Met2 routing:
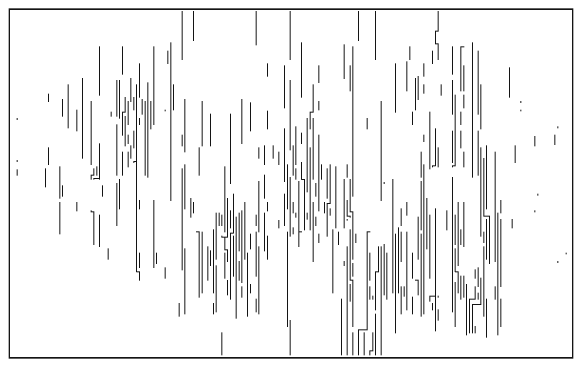
Placement by cell class:
Scale bar: 20 um. Fill, decap, tap and diode cells in grey.
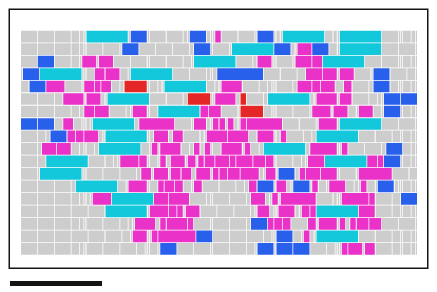
The clock network:
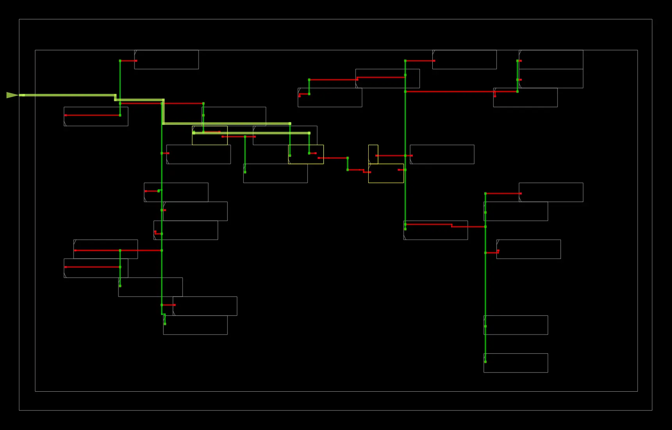
Gate-type map:
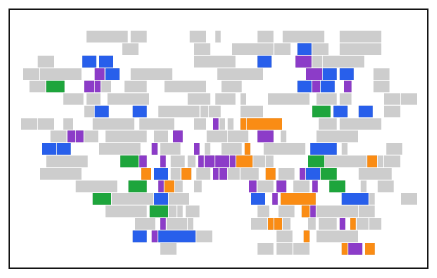
`src/rtl/led_pkg.sv`:
```
// Shared types and constants for the LED sweep monitor slice.
// Holds the FSM state enum, the default bus width and the direction encodings.
package led_pkg;

  localparam int LED_W = 8;

  typedef enum logic [1:0] {
    START  = 2'd0,
    TRACK  = 2'd1,
    RESYNC = 2'd2
  } state_t;

  localparam logic DIR_UP   = 1'b0;
  localparam logic DIR_DOWN = 1'b1;

endpackage

```
`src/rtl/led_sweep_monitor_if.sv`:
```
// Bundle between the LED driver side (master) and the sweep monitor (slave).
// Carries the observed LED bus, its strobe and the monitor's status outputs.
interface led_sweep_monitor_if
  import led_pkg::*;
#(
  parameter int W = LED_W
);
  localparam int PW = $clog2(W);

  logic [W-1:0]  LED_in;
  logic          sample_en;
  logic [PW-1:0] position;
  logic          direction;
  logic          locked;
  logic          error;
  logic [7:0]    sweep_count;
  logic [7:0]    error_count;

  modport master (
    output LED_in, sample_en,
    input  position, direction, locked, error, sweep_count, error_count
  );

  modport slave (
    input  LED_in, sample_en,
    output position, direction, locked, error, sweep_count, error_count
  );

endinterface

```
`src/rtl/led_onehot_decode.sv`:
```
// Combinational one-hot decoder: index of the set bit plus a flag that is
// high only when exactly one bit of the bus is set.
module led_onehot_decode
  import led_pkg::*;
#(
  parameter  int W  = LED_W,
  localparam int PW = $clog2(W)
) (
  input  logic [W-1:0]  led,
  output logic [PW-1:0] index,
  output logic          onehot_valid
);

  logic seen;
  logic multi;

  always_comb begin
    // NOTE: every output gets a default before the loop so no latch is inferred.
    index = '0;
    seen  = 1'b0;
    multi = 1'b0;
    for (int i = 0; i < W; i++) begin
      if (led[i]) begin
        if (seen) multi = 1'b1;
        seen  = 1'b1;
        index = PW'(i);
      end
    end
    onehot_valid = seen & ~multi;
  end

endmodule

```
`src/rtl/led_sweep_monitor.sv`:
```
// Checks the bouncing single-LED sweep: tracks position/direction, counts
// round trips and faults, and resynchronises by itself after a fault.
module led_sweep_monitor
  import led_pkg::*;
#(
  parameter int W = LED_W
) (
  input logic               Clock,
  input logic               Reset,
  led_sweep_monitor_if.slave bus
);

  localparam int            PW      = $clog2(W);
  localparam logic [PW-1:0] TOP_IDX = PW'(W - 1);

  state_t        state;
  logic [PW-1:0] position_q;
  logic          direction_q;
  logic          error_q;
  logic [7:0]    sweep_q;
  logic [7:0]    errcnt_q;
  logic [PW-1:0] hold_idx;
  logic          hold_valid;

  logic [PW-1:0] dec_idx;
  logic          dec_valid;
  logic [PW-1:0] next_idx;
  logic          match;
  logic          fault;
  logic          step_up;
  logic          step_dn;
  logic          relock;

  led_onehot_decode #(.W(W)) u_decode (
    .led          (bus.LED_in),
    .index        (dec_idx),
    .onehot_valid (dec_valid)
  );

  // Arriving at an end bit forces the direction to bounce back.
  function automatic logic end_dir(input logic [PW-1:0] idx, input logic d);
    if (idx == TOP_IDX)   return DIR_DOWN;
    else if (idx == '0)   return DIR_UP;
    else                  return d;
  endfunction

  // The direction already flips at the ends, so next_idx never wraps in TRACK.
  assign next_idx = (direction_q == DIR_UP) ? position_q + 1'b1 : position_q - 1'b1;
  assign match    = dec_valid && (dec_idx == next_idx);

  // Adjacency is compared one bit wider so the top index cannot alias to 0.
  assign step_up = ({1'b0, dec_idx} == {1'b0, hold_idx} + 1'b1);
  assign step_dn = ({1'b0, hold_idx} == {1'b0, dec_idx} + 1'b1);
  assign relock  = hold_valid && dec_valid && (step_up || step_dn);

  always_comb begin
    fault = 1'b0;
    if (bus.sample_en) begin
      unique case (state)
        START:   fault = (bus.LED_in != '0) && (bus.LED_in != W'(1));
        TRACK:   fault = !match;
        default: fault = 1'b0;
      endcase
    end
  end

  always_ff @(posedge Clock or posedge Reset) begin
    if (Reset) begin
      state       <= START;
      position_q  <= '0;
      direction_q <= DIR_UP;
      error_q     <= 1'b0;
      sweep_q     <= '0;
      errcnt_q    <= '0;
      hold_idx    <= '0;
      hold_valid  <= 1'b0;
    end else begin
      // NOTE: state registers use non-blocking assignments so every branch sees pre-edge values.
      error_q <= 1'b0;
      if (fault) begin
        error_q    <= 1'b1;
        errcnt_q   <= (errcnt_q == 8'hFF) ? errcnt_q : errcnt_q + 8'd1;
        state      <= RESYNC;
        hold_idx   <= dec_idx;
        hold_valid <= dec_valid;
      end else if (bus.sample_en) begin
        unique case (state)
          START: begin
            if (bus.LED_in == W'(1)) begin
              state       <= TRACK;
              position_q  <= '0;
              direction_q <= DIR_UP;
            end
          end
          TRACK: begin
            position_q  <= dec_idx;
            direction_q <= end_dir(dec_idx, direction_q);
            if (dec_idx == '0) sweep_q <= sweep_q + 8'd1;
          end
          RESYNC: begin
            if (relock) begin
              state       <= TRACK;
              position_q  <= dec_idx;
              direction_q <= end_dir(dec_idx, step_up ? DIR_UP : DIR_DOWN);
            end else begin
              hold_idx   <= dec_idx;
              hold_valid <= dec_valid;
            end
          end
          default: state <= START;
        endcase
      end
    end
  end

  assign bus.position    = position_q;
  assign bus.direction   = direction_q;
  assign bus.locked      = (state == TRACK);
  assign bus.error       = error_q;
  assign bus.sweep_count = sweep_q;
  assign bus.error_count = errcnt_q;

endmodule

```
`src/flat_wrapper.sv`:
```
// flat-port wrapper written by rule: the top's interface ports become plain ports
module led_sweep_monitor_flat import led_pkg::*;
#(
  parameter int W = LED_W
)
  (Clock, Reset, bus_LED_in, bus_sample_en, bus_position, bus_direction, bus_locked, bus_error, bus_sweep_count, bus_error_count);
  led_sweep_monitor_if #(.W(W)) bus_i ();
  input logic Clock;
  input logic Reset;
  input wire logic [$bits(bus_i.LED_in)-1:0] bus_LED_in;
  input wire logic [$bits(bus_i.sample_en)-1:0] bus_sample_en;
  output wire logic [$bits(bus_i.position)-1:0] bus_position;
  output wire logic [$bits(bus_i.direction)-1:0] bus_direction;
  output wire logic [$bits(bus_i.locked)-1:0] bus_locked;
  output wire logic [$bits(bus_i.error)-1:0] bus_error;
  output wire logic [$bits(bus_i.sweep_count)-1:0] bus_sweep_count;
  output wire logic [$bits(bus_i.error_count)-1:0] bus_error_count;
  assign bus_i.LED_in = bus_LED_in;
  assign bus_i.sample_en = bus_sample_en;
  assign bus_position = bus_i.position;
  assign bus_direction = bus_i.direction;
  assign bus_locked = bus_i.locked;
  assign bus_error = bus_i.error;
  assign bus_sweep_count = bus_i.sweep_count;
  assign bus_error_count = bus_i.error_count;
  led_sweep_monitor #(.W(W)) u_core (.Clock(Clock), .Reset(Reset), .bus(bus_i));
endmodule
```
`config.mk`:
```
export PLATFORM = sky130hd
export DESIGN_NAME = led_sweep_monitor_flat
export DESIGN_NICKNAME = d
export VERILOG_FILES = /design/src/rtl/led_pkg.sv /design/src/rtl/led_sweep_monitor_if.sv /design/src/rtl/led_onehot_decode.sv /design/src/rtl/led_sweep_monitor.sv /design/src/flat_wrapper.sv
export SDC_FILE = /design/constraint.sdc
export NUM_CORES = 1
export LEC_CHECK = 0
export ABC_CLOCK_PERIOD_IN_PS = 4460
export CAP_MARGIN = 20
export CORE_ASPECT_RATIO = 0.6
export CORE_MARGIN = 2
export CORE_UTILIZATION = 39
export CTS_CLUSTER_SIZE = 14
export DETAILED_ROUTE_END_ITERATION = 6
export GPL_ROUTABILITY_DRIVEN = 1
export PLACE_DENSITY_LB_ADDON = 0.2
export SYNTH_ARGS = -nofsm -noshare
export SYNTH_HDL_FRONTEND = slang
export SYNTH_HIERARCHICAL = 1
export SYNTH_SLANG_ARGS = --single-unit
```
`constraint.sdc`:
```
create_clock -name Clock -period 4.46 [get_ports Clock]
set_input_delay 0.892 -clock Clock [delete_from_list [all_inputs] [get_ports Clock]]
set_output_delay 0.892 -clock Clock [all_outputs]
set_load 0.02 [all_outputs]
```
==> results.toml <==
# generated from flow reports
[floorplanning]
chip_area_mm2 = 0.00510
fp_util = 0.417

[worst_setup_path]
cp_num_buf_inv = 2
critical_path.top_delay_family = "AND-OR/OR-AND gates"
crit_type = "in2reg"
worstPathRequired_ps = 4650
r2r-end = "u_core/hold_idx[0]"

[synthesis]
ff_type = "dfrtp_1"
top_cells_by_area = "dfrtp_1 38%, ha_1 7.1%, xnor2_1 6.4%, mux2_2 3.8%, xor2_1 3.5%"
numSynthFlops = 27
top_logic_kind = "simple AND/OR/NAND/NOR gates"
ys_seq_share = 0.383

[job]
tool_warnings = 30

[cts]
path_clk_slew_ps = 90
clk_path_buf_depth = 2
clkLatencyLatePin_ps = 270

[min_path]
min_path_cells = 1
hold_class = "reg2reg"

[sta]
rsz0062_at_grt = "no"
fin_crit_sh = 0.856

[outcome]
outcome = "finished clean"

[power]
top_power_group = "combinational logic"
combPwrFrac = 0.543
powerComb_w = 0.000606
p_seq_w = 0.000375

[drt]
first_iter_violations = 36
## Picture notes: 'met2 routing'
nets with wire on the layer: 196
wire length on this layer: 1700 um
M2 GR Usage: 0.241
DRT Wirelength: 3720 um
Vias: 1328

## Picture notes: 'placement by cell class'
legend:
  magenta:
    class: combinational and other logic
    cells: 138
  blue:
    class: other buffers and delay cells
    cells: 33
  red:
    class: clock drivers and dummy loads
    cells: 4
  cyan:
    class: flops
    cells: 27
post-layout util: 0.526
Core Area: 0.00423 mm^2
Finished Cell Area: 0.00223 mm^2
Rows: 18

## Picture notes: 'the clock network'
TritonCTS Sinks: 27
CLK BUF: 4
Worst Skew: 5.69 ps
Clk. pwr: 0.000134 W

## Picture notes: 'gate-type map'
legend:
  orange:
    family: NOR gates
    cells: 17
  green:
    family: multiplexers
    cells: 9
  purple:
    family: NAND gates
    cells: 33
  blue:
    family: XOR/XNOR gates
    cells: 23
logic share of the area: 0.468
most numerous logic cell after layout: clkdlybuf4s50_1
final std cells w/o fill: 262

==> per-stage QoR <==
stage | hold slack (ps) | total power [W] | area [um^2] | setup slack (ps) | utilization
2_1_floorplan | 501 | 0.000785 | 1770 | 1370 | -
3_3_place_gp | 462 | 0.000957 | 2150 | 600 | 0.509
3_5_place_dp | 465 | 0.000979 | 2150 | 441 | 0.509
4_1_cts | 484 | 0.00112 | 2200 | 724 | 0.519
5_1_grt | 511 | 0.00120 | 2230 | 444 | 0.526
6_report | 480 | 0.00111 | 2230 | 641 | 0.526
==> layout make-up <==
| class | instances | area (um^2) |
|---|---|---|
| fillers | 390 | 2010 |
| inverters | 11 | 41.3 |
| flip-flops and latches | 27 | 676 |
| multi-input cells | 127 | 1040 |
| well taps | 60 | 75.1 |
| clock buffers | 4 | 45.0 |
| repair buffers | 33 | 348 |
No activity file was given, so power comes from the tool's default toggle rates.
